--- src/rtl/hazard_sched.sv ---
// Pipeline hazard scheduler: operand forwarding, load-use/mispredict handling,
// memory-wait stalls with a timeout flag and saturating stall/flush counters.
module hazard_sched #(
    parameter int DATA_WIDTH = 32,
    parameter int MAX_WAIT   = 255
) (
    input  logic        clk,
    input  logic        rst,
    input  logic [4:0]  Rs1D,
    input  logic [4:0]  Rs2D,
    input  logic [4:0]  Rs1E,
    input  logic [4:0]  Rs2E,
    input  logic [4:0]  RDE,
    input  logic [1:0]  ResultSrcE,
    input  logic [4:0]  RDM,
    input  logic [4:0]  RDW,
    input  logic        RegWriteM,
    input  logic        RegWriteW,
    input  logic        MispredictE,
    input  logic        MemReqM,
    input  logic        MemReadyM,
    output logic        StallF,
    output logic        StallD,
    output logic        StallE,
    output logic        StallM,
    output logic        FlushD,
    output logic        FlushE,
    output logic        FlushW,
    output logic [1:0]  ForwardAE,
    output logic [1:0]  ForwardBE,
    output logic        MemTimeout,
    output logic [15:0] StallCount,
    output logic [15:0] FlushCount
);

    localparam logic [0:0] RUN      = 1'b0;
    localparam logic [0:0] MEM_WAIT = 1'b1;
    localparam logic [7:0] MAX_W    = MAX_WAIT[7:0];

    if (DATA_WIDTH < 1 || MAX_WAIT < 1 || MAX_WAIT > 255) begin : g_bad_param
        $error("hazard_sched: parameter out of range");
    end

    logic [0:0]  state_q, state_d;
    logic [7:0]  wcnt_q, wcnt_d;
    logic        tout_q, tout_d;
    logic [15:0] scnt_q, scnt_d;
    logic [15:0] fcnt_q, fcnt_d;

    logic mem_stall, load_use, ms, mp_flush, lu_stall;

    // Forwarding ignores FSM state; M takes priority over W as the younger result.
    always_comb begin
        ForwardAE = 2'b00;
        if (RegWriteM && RDM != 5'd0 && RDM == Rs1E)      ForwardAE = 2'b10;
        else if (RegWriteW && RDW != 5'd0 && RDW == Rs1E) ForwardAE = 2'b01;
        ForwardBE = 2'b00;
        if (RegWriteM && RDM != 5'd0 && RDM == Rs2E)      ForwardBE = 2'b10;
        else if (RegWriteW && RDW != 5'd0 && RDW == Rs2E) ForwardBE = 2'b01;
    end

    // Stall/flush qualified by rst so an async reset drops them without a clock edge.
    assign mem_stall = (state_q == MEM_WAIT) || (MemReqM && !MemReadyM);
    assign load_use  = (ResultSrcE == 2'b01) && (RDE != 5'd0) &&
                       ((RDE == Rs1D) || (RDE == Rs2D));
    assign ms        = rst && mem_stall;
    assign mp_flush  = rst && !mem_stall && MispredictE;
    assign lu_stall  = rst && !mem_stall && !MispredictE && load_use;

    assign StallF = ms || lu_stall;
    assign StallD = ms || lu_stall;
    assign StallE = ms;
    assign StallM = ms;
    assign FlushW = ms;
    assign FlushD = mp_flush;
    assign FlushE = mp_flush || lu_stall;

    always_comb begin
        state_d = state_q;
        wcnt_d  = 8'd0;
        if (state_q == RUN) begin
            if (MemReqM && !MemReadyM) state_d = MEM_WAIT;
        end else begin
            if (MemReadyM) state_d = RUN;
            wcnt_d = (wcnt_q == MAX_W) ? wcnt_q : wcnt_q + 8'd1;
        end
        tout_d = tout_q || ((state_q == MEM_WAIT) && (wcnt_d == MAX_W));
        scnt_d = (StallF && scnt_q != 16'hFFFF) ? scnt_q + 16'd1 : scnt_q;
        fcnt_d = (mp_flush && fcnt_q != 16'hFFFF) ? fcnt_q + 16'd1 : fcnt_q;
    end

    always_ff @(posedge clk or negedge rst) begin
        if (!rst) begin
            state_q <= RUN;
            wcnt_q  <= 8'd0;
            tout_q  <= 1'b0;
            scnt_q  <= 16'd0;
            fcnt_q  <= 16'd0;
        end else begin
            state_q <= state_d;
            wcnt_q  <= wcnt_d;
            tout_q  <= tout_d;
            scnt_q  <= scnt_d;
            fcnt_q  <= fcnt_d;
        end
    end

    assign MemTimeout = tout_q;
    assign StallCount = scnt_q;
    assign FlushCount = fcnt_q;

endmodule

--- config.mk ---
export PLATFORM = sky130hd
export DESIGN_NAME = hazard_sched
export DESIGN_NICKNAME = d
export VERILOG_FILES = /design/src/rtl/hazard_sched.sv
export SDC_FILE = /design/constraint.sdc
export NUM_CORES = 1
export LEC_CHECK = 0
export CAP_MARGIN = 20
export CORE_ASPECT_RATIO = 0.7
export CORE_MARGIN = 5
export CORE_UTILIZATION = 40
export DETAILED_ROUTE_END_ITERATION = 7
export MAX_ROUTING_LAYER = met4
export PLACE_DENSITY_LB_ADDON = 0.05
export SLEW_MARGIN = 20
export SYNTH_ARGS = -nofsm -noshare
export SYNTH_HDL_FRONTEND = slang
export SYNTH_SLANG_ARGS = --single-unit
--- constraint.sdc ---
create_clock -name clk -period 4.3 [get_ports clk]
set_input_delay 0.43 -clock clk [delete_from_list [all_inputs] [get_ports clk]]
set_output_delay 0.43 -clock clk [all_outputs]
set_load 0.01 [all_outputs]
==> results_slide.txt, run 1 <==
Implementation Results

Detailed routing
  – 1st-pass router iterations: 4
  – Residual DRC count: 0
  – Iter 0 DRT Violations: 60
  – Met3 Routed Length: 428 um

Final timing
  – Unrepaired setup endpoints after global routing: no
  – Final Skew: 0.004697 ns
  – Final Setup Violations: 0
  – Max-slew headroom: 54.39%

Run status
  – Status: finished, final reports clean

Floorplanning
  – Core area: 5813 um^2
  – Row count: 23
  – Die Ht: 75.11 um

Worst setup path
  – CP arrival: 2.64 ns
  – Critical Path, Cell by Cell: clkdlybuf4s50_1 -> or4_1 -> o21ai_0 -> nor4_1 -> nor4_1 -> clkdlybuf4s50_1
  – Worst r2r path cells: 5
  – Buf+Inv Stages, Crit Path: 2

Clocking
  – Worst-Skew Late Latency: 0.29 ns
  – Clk sink count: 42

Pwr
  – Power consumption: 1.207 mW
  – Heaviest power group: sequential cells
  – Int Power: 0.8783 mW
  – Comb pwr: 0.313 mW

Synth
  – Floorplan Nets: 294
  – Register share after synthesis: 43.39%
  – Syn Area/Cell: 9.807 um^2

Cells and area
  – Share of cells above drive strength 1: 4.720%
  – Clock network area share: 4.077%
  – Dominant class by area: multi-input combinational cells
  – Inverters: 3
  – Flop count: 42
  – Fill count: 524

Placement
  – Dpl cells: 406
  – Final HPWL DP: 4.757 mm
  – Pre-CTS WS: 1.244 ns

Global routing
  – Global-route wire length before repair: 9.742 mm
  – Initial antenna violation count: 0
  – Vias in the first global route: 1974
  – Gr ovfl total: 0
  – GRT met1 Usage: 24.70%
**Run 1: logic cells by family**

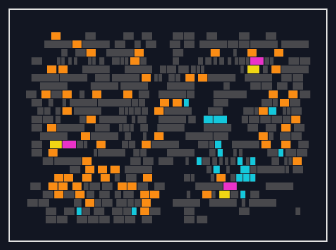
family	colour	cells
inverting AOI/OAI gates	cyan	18
XOR/XNOR gates	orange	62
adder and majority cells	magenta	3
multiplexers	yellow	3
logic gate fraction of the total cell area: 37.91%
most frequent logic cell in the layout: clkdlybuf4s50_1
Layout Cells excl Fill: 414

**Run 1: clock wiring as the flow saved it**

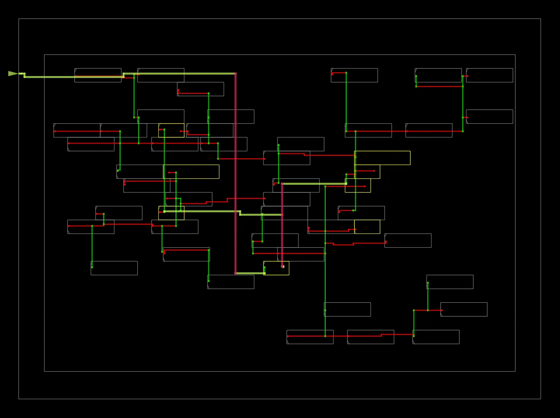
CTS buffer count: 5
clock-net power: 0.386 mW

**Run 1: sequential cells grouped by signal name**

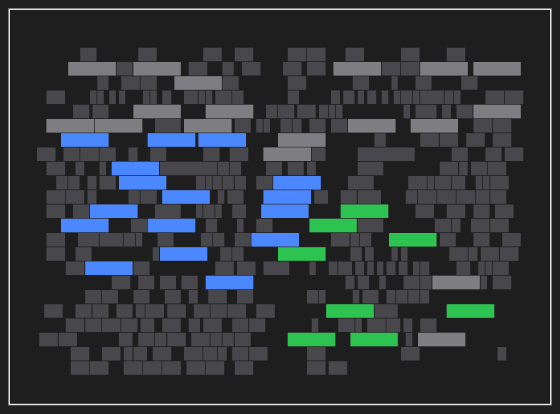
signal	colour	flops
wcnt_q	green	8
StallCount	blue	16
not coloured	18
utilization after layout: 60.18%
sequential power: 0.508 mW
flop share of the area: 30.04%
register area: 1051 um^2

**Run 1: clock distribution**

Bar = 20 um.
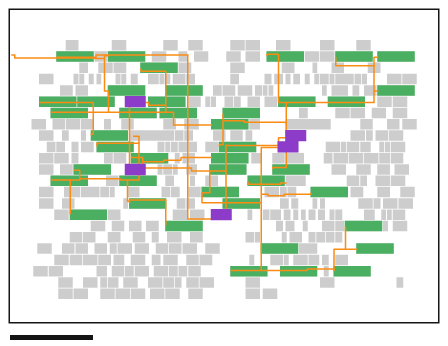
[flip-flops] green | count: 42
[clock wires] orange | length: 613 um
[clock drivers] purple | count: 5
flops lie	all over the die
routed clock nets	6

**Run 1: placement by cell class**

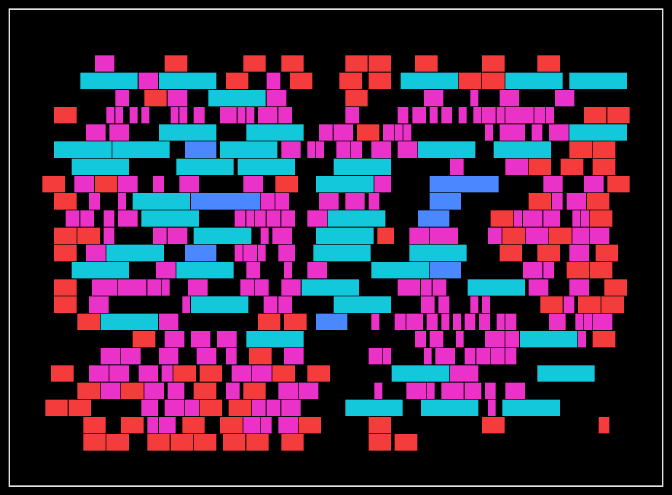

==> run 1 -> run 2 <==
Clock period 4.3 ns to 2.9 ns, I/O delays scaled along.
**Run 2: placement by cell class**

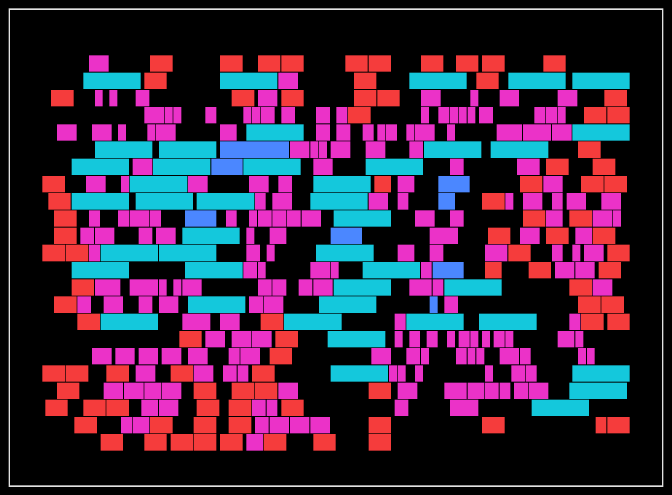
class	colour	cells
clock drivers and dummy loads	blue	8
combinational and other logic	magenta	201
other buffers and delay cells	red	90
flops	cyan	42

**Run 2: logic cells by family**

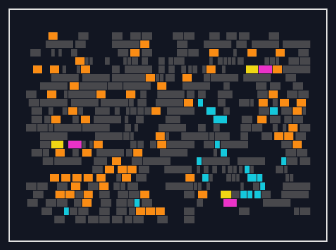
family	colour	cells
inverting AOI/OAI gates	cyan	18
adder and majority cells	magenta	3
multiplexers	yellow	3
XOR/XNOR gates	orange	62
logic gate fraction of the total cell area: 38.19%
Layout Cells excl Fill: 416

==> results_slide.txt, run 2 <==
Implementation Results

Clocking
  – CTS buffer count: 5
  – Worst-Skew Late Latency: 0.29 ns
  – Clk sink count: 42

Global routing
  – Global-route wire length before repair: 10.08 mm
  – Vias in the first global route: 2073
  – GRT met1 Usage: 25.27%
  – Initial antenna violation count: 0

Pwr
  – Heaviest power group: sequential cells
  – Clock-net power: 0.459 mW
  – Comb pwr: 0.467 mW
  – Power consumption: 1.677 mW

Floorplanning
  – Row count: 23
  – Die Ht: 75.11 um

Placement
  – Pre-CTS WS: 0.1071 ns
  – Final HPWL DP: 5.066 mm
  – Dpl cells: 407

Worst setup path
  – Worst r2r path cells: 5
  – Buf+Inv Stages, Crit Path: 2
  – CP arrival: 2.55 ns

Detailed routing
  – 1st-pass router iterations: 4
  – Residual DRC count: 0
  – Met3 Routed Length: 374 um

Cells and area
  – Utilization after layout: 60.03%
  – Dominant class by area: multi-input combinational cells
  – Inverters: 3
  – Most frequent logic cell in the layout: clkdlybuf4s50_1
  – Share of cells above drive strength 1: 4.985%
  – Flop count: 42
  – Flop share of the area: 30.12%
  – Clock network area share: 3.155%
  – Register area: 1051 um^2

Run status
  – Status: finished, final reports clean

Synth
  – Register share after synthesis: 43.39%
  – Floorplan Nets: 294
  – Syn Area/Cell: 9.807 um^2

Final timing
  – Max-slew headroom: 52.15%
  – Final Setup Violations: 0
**Run 2: clock distribution**

Bar = 20 um.
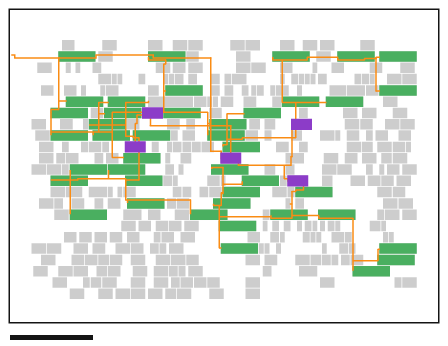

==> run 2 -> run 3 <==
Settings changed: CORE_ASPECT_RATIO 0.7 to default.
**Run 3: clock distribution**

Bar = 20 um.
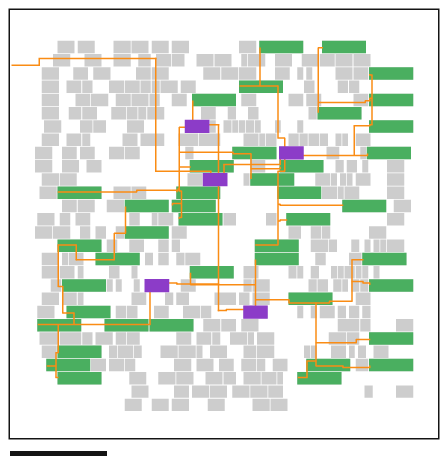
[clock wires] orange | length: 576 um
[clock drivers] purple | count: 5
[flip-flops] green | count: 42
flops lie	all over the die
Worst-Skew Late Latency: 0.29 ns
Final Skew: 0.009078 ns
clock-net power: 0.356 mW

==> results_slide.txt, run 3 <==
Implementation Results

Run status
  – Status: finished, final reports clean

Cells and area
  – Buffers, non-clock: 91
  – Dominant class by area: multi-input combinational cells
  – Logic gate fraction of the total cell area: 38.34%
  – Flop share of the area: 30.38%
  – Register area: 1051 um^2
  – Fill count: 532
  – Clock network area share: 2.278%
  – Final Cell Area: 3460 um^2
  – Layout Cells excl Fill: 416
  – Utilization after layout: 58.43%
  – Share of cells above drive strength 1: 4.985%
  – Inverters: 3

Global routing
  – Initial antenna violation count: 0
  – Global-route wire length before repair: 9.756 mm
  – GRT met1 Usage: 19.91%
  – Vias in the first global route: 2110
  – Gr ovfl total: 0

Detailed routing
  – Met3 Routed Length: 247 um
  – Iter 0 DRT Violations: 61
  – Residual DRC count: 0
  – ANT nets after route: 0

Placement
  – Pre-CTS WS: 0.1467 ns

Final timing
  – Final Setup Violations: 0
  – Max-slew headroom: 53.56%

Pwr
  – Pwr dens: 454.3 nW/um^2
  – Heaviest power group: sequential cells
  – Power consumption: 1.572 mW
  – Sequential power: 0.755 mW
  – Sequential power share: 48.0%
  – Int Power: 1.099 mW

Worst setup path
  – Buf+Inv Stages, Crit Path: 2
  – Flop2flop setup slack: 0.79 ns
  – Worst r2r path cells: 6
  – Critical Path, Cell by Cell: clkdlybuf4s50_1 -> or4_1 -> o21ai_0 -> nor4_1 -> nor4_1 -> clkdlybuf4s50_1
  – Startpoint Class: primary input

Synth
  – Floorplan Nets: 294
  – Syn Area/Cell: 9.807 um^2
  – Register share after synthesis: 43.39%
  – Flops out of synthesis: 42

Floorplanning
  – Row count: 28
  – Die Ht: 87.82 um
  – Chip Area: 7712 um^2

Clocking
  – CTS buffer count: 5
  – Clk sink count: 42
  – CTS clk-pin slew, worst paths: 0.08 ns

Job
  – Max-Cap Viols: 0
**Run 3: placement by cell class**

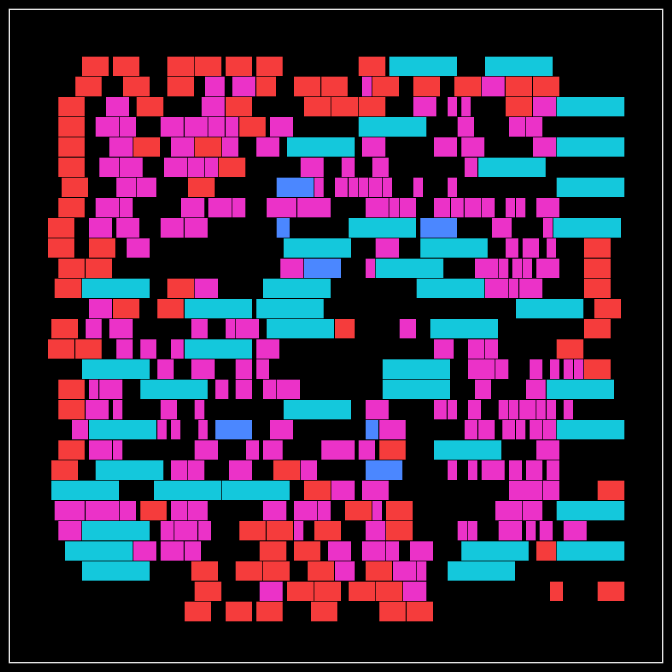
class	colour	cells
flops	cyan	42
combinational and other logic	magenta	201
clock drivers and dummy loads	blue	7
other buffers and delay cells	red	91

Power figures rest on the tool's default switching activity, not on a simulated workload.
